congestion.png
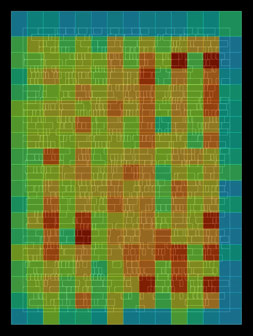
flops_by_reg.png
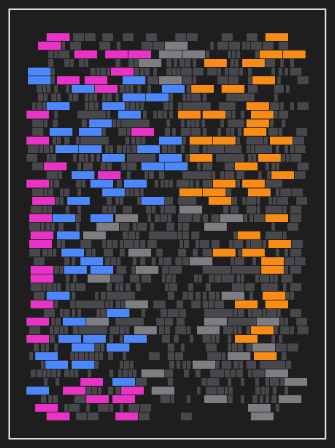
layer_met1.png
Supply wires on this layer in gray. Cells faint in the background.
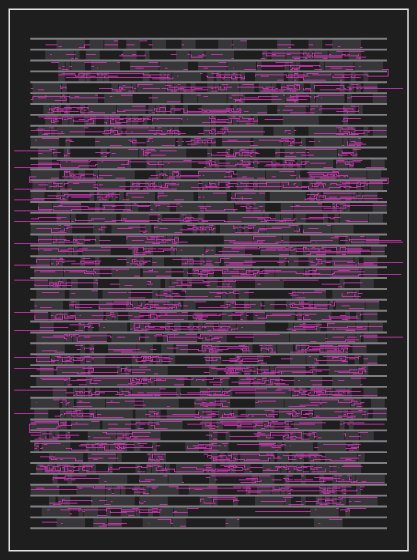
==> config.mk <==
export PLATFORM = sky130hd
export DESIGN_NAME = sd_card_cmd_responder
export DESIGN_NICKNAME = d
export VERILOG_FILES = /design/src/rtl/sd_card_cmd_responder_pkg.sv /design/src/rtl/sd_crc7.sv /design/src/rtl/sd_card_cmd_responder.sv
export SDC_FILE = /design/constraint.sdc
export NUM_CORES = 1
export LEC_CHECK = 0
export ABC_CLOCK_PERIOD_IN_PS = 5150
export CORE_ASPECT_RATIO = 1.4
export CORE_MARGIN = 5
export CORE_UTILIZATION = 55
export CTS_CLUSTER_SIZE = 40
export DETAILED_ROUTE_END_ITERATION = 6
export MAX_ROUTING_LAYER = met4
export PLACE_DENSITY_LB_ADDON = 0.05
export SLEW_MARGIN = 20
export SYNTH_ARGS = -nofsm -noshare
export SYNTH_HDL_FRONTEND = slang
export SYNTH_SLANG_ARGS = --single-unit
export TNS_END_PERCENT = 100
==> constraint.sdc <==
create_clock -name clock -period 5.15 [get_ports clock]
set_input_delay 0.515 -clock clock [delete_from_list [all_inputs] [get_ports clock]]
set_output_delay 0.515 -clock clock [all_outputs]
set_load 0.01 [all_outputs]
==> results_dict.tcl <==
# flow metrics
set metrics [dict create \
    clock-skew-final_ns 0.00843 \
    antennaDiodeCount 0 \
    grt_antenna_before_repair 0 \
    cts_setup_buffers 0 \
    first_pass_iters 5 \
    dp_hpwl_um 8760 \
    htree_levels 4 \
    row_count 45 \
    timing.hold.worst_path_depth 2 \
    simple_gate_area_share_pct 25.1 \
    worst_ep_arrival_time_ns 3.53 \
    tritoncts "done" \
    mappedNetlistArea_sq_mm 0.00614 \
    logic_family "simple AND/OR/NAND/NOR gates" \
    min_period_ns 3.23 \
    worst-endpoint-required_ns 5.44 \
    total_power_mw 2.80 \
    cts_max_path_buffers 2 \
    avgRoutedWirePerCell_um 14.1 \
    syn_nets 823 \
    number_of_warnings_in_the_stage_logs 27 \
    synth_cell_types 50 \
    die_w_um 99.3 \
    worst_slew_pin_slew_ns 1.01 \
    ff2ff_setup_slack_ns 1.92 \
    num-fill-cells 928 \
    path_max_fanout 46 \
    grt_max_degree 97 \
    flip_flop_count_of_the_largest_register_all_copies_and_words_added 47 \
    layout_worst_path_cycle_share_pct 62.8 \
    cts_hold_repair.buffers 0 \
    startpoint_type "flop" \
    core_region_area_sq_mm 0.0109 \
    grt_pass1_wl_um 23400 \
    power_density_mw_per_mm2 375 \
    clk_pin_slew_ns 0.06 \
    design.final.nets 866 \
    post_cts_resize_count 0 \
    setup-violations-final 0 \
    worstPathCellList "nand3_1 -> nor2_1 -> or4b_1 -> a21oi_4 -> buf_4 -> nor2_1 -> a311oi_1" \
    synthesis.instances 786 \
    final-max-slew-violation-count 0 \
    enable_flop_cells 0 \
    yosys-stat-area_sq_mm 0.00614 \
    power_leakage_nw 2.46 \
    synthFlopType "sky130_fd_sc_hd__dfxtp_1" \
    run_status "finished, final reports clean" \
    yosys.area_share.aoi_pct 18.1 \
    ys_sh_adder_pct 0.407 \
    number_of_sinks_handled_by_clock_tree_synthesis 152 \
    critical_path.endpoint_type "flop" \
    tns_ns 0 \
    port_buffers 77 \
    cp_top_family "AND-OR/OR-AND gates" \
    xor_area_share_pct 1.85 \
    path_buffers 1 \
    gp_routability_congestion 0.848 \
    ir_worst_vdd_uv 245 \
    initial_utilization_pct 56.2 \
    timing.critical_path.mode_cell "sky130_fd_sc_hd__nor2_1" \
    hold_class "flop to flop" \
    critical_path.slowest_cell "sky130_fd_sc_hd__dfxtp_1" \
    timing.fmax_mhz 309 \
    first_global_vias 5101 \
    initialDrtViolationCount 279 \
    critical-path-max-stage-delay_ns 0.74 \
    max-cap-violations 0 \
    worst-setup-path-type "flop to flop" \
    hold_viol 0 \
    root_buffer_selected_by_cts "sky130_fd_sc_hd__clkbuf_16" \
    syn_avg_cell_area_sq_um 7.81 \
    drcViolationCount 0 \
    yosys_cells 786 \
    synth.yosys.seq_area_share_pct 49.5 \
    ioPinCount 78 \
    dieArea_sq_mm 0.0134 \
    die_y_um 135 \
    cp.depth 7 \
    yosys-mux-area-fraction_pct 0.713 \
    postRouteAntennaNets 0 \
    cts-buffers-inserted 17 \
    clock_latency_ns 0.41 \
]
Back to the opening pictures, congestion.png:
Global Route Usage Sum: 21.5%
met1 Usage GRT: 26.2%

Back to the opening pictures, flops_by_reg.png:
magenta -> cmd_arg  # placed flops 32
blue -> rx_q  # placed flops 47
orange -> tx_q  # placed flops 40
flip-flop and latch share of the layout cell area: 40.8%
register cell area after layout: 0.00304 sq mm

Back to the opening pictures, layer_met1.png:
wire length on this layer = 6050 um
nets with wire on the layer = 790
longest straight run = 25.8 um
via count: 5374
routed wire length: 13800 um

## cell usage in the layout, fill, tap and decap left out, drive strengths merged, types with 3 or more instances in the layout
master / Yosys / routed
nand2: 282 / 282
nand3: 14 / 14
inv: 4 / 13
a311oi: 37 / 37
dfxtp: 152 / 152
clkbuf: 39 / 17
buf: 19 / 5
nor2: 59 / 59
nor3: 5 / 5
o21ai: 7 / 7
o31ai: 3 / 3
clkdlybuf4s50: 0 / 77
or3: 4 / 4
clkinv: 0 / 5
or4: 3 / 3
nand2b: 3 / 3
a21oi: 110 / 110
xor2: 5 / 5
xnor2: 8 / 8
## final cells by class
cell class	instances	area, sq um	share of cell area [%]
Tap cell	141	176	2.36
Multi-Input combinational cell	572	2860	38.3
Clock buffer	17	425	5.70
Clock inverter	15	135	1.81
Timing Repair Buffer	82	808	10.8
Inverter	4	17.5	0.235
Sequential cell	152	3040	40.8
## cell usage after synthesis (4+ instances only)
cell type                  instances  area [sq um]
sky130_fd_sc_hd__buf_2            15          75.1
sky130_fd_sc_hd__a311oi_1         27           236
sky130_fd_sc_hd__nor3_1            4          20.0
sky130_fd_sc_hd__nand3_1          14          70.1
sky130_fd_sc_hd__a311oi_2         10           150
sky130_fd_sc_hd__xnor2_1           8          70.1
sky130_fd_sc_hd__nand2_1         282          1060
sky130_fd_sc_hd__o21ai_0           7          35.0
sky130_fd_sc_hd__or3_1             4          25.0
sky130_fd_sc_hd__nor2_1           59           221
sky130_fd_sc_hd__xor2_1            5          43.8
sky130_fd_sc_hd__clkbuf_1         39           146
sky130_fd_sc_hd__a21oi_1         109           546
sky130_fd_sc_hd__dfxtp_1         152          3040
## logic make-up after synthesis
group / after synthesis
compound gates: 171
xor+xnor: 13
fa+ha+maj: 2
buf+inv: 62
flops: 152
mux: 3
simple gates: 383
## report_power, final
part	total, mW	switching, mW	internal (mW)
combinational	0.387	0.252	0.135
clock	1.17	0.528	0.639
sequential	1.24	0.0417	1.20
## worst reg2reg max path: stages, from the launching register on
cell and delay, ns:
sky130_fd_sc_hd__dfxtp_1 0.74, sky130_fd_sc_hd__nand3_1 0.18, sky130_fd_sc_hd__nor2_1 0.12, sky130_fd_sc_hd__or4b_1 0.49, sky130_fd_sc_hd__a21oi_4 0.65, sky130_fd_sc_hd__buf_4 0.54, sky130_fd_sc_hd__nor2_1 0.10, sky130_fd_sc_hd__a311oi_1 0.31
## routing by layer
metal / wire [um] / track usage, %
met4: 216 / 7.59
met2: 6920 / 34.6
met1: 6050 / 26.2
met5: 0 / -
met3: 659 / 5.12
## through the flow
step / worst slack [ns] / cells / utilization (%) / instance area, sq um / hold slack, ns
after floorplan: 2.94 / 786 / - / 6140 / 0.442
after global placement: 2.14 / 951 / 63.2 / 6900 / 0.439
after detailed placement: 1.99 / 951 / 63.2 / 6900 / 0.443
after CTS: 1.94 / 983 / 68.3 / 7460 / 0.451
after global routing: 1.59 / 983 / 68.3 / 7460 / 0.464
final: 1.92 / 983 / 68.3 / 7460 / 0.449
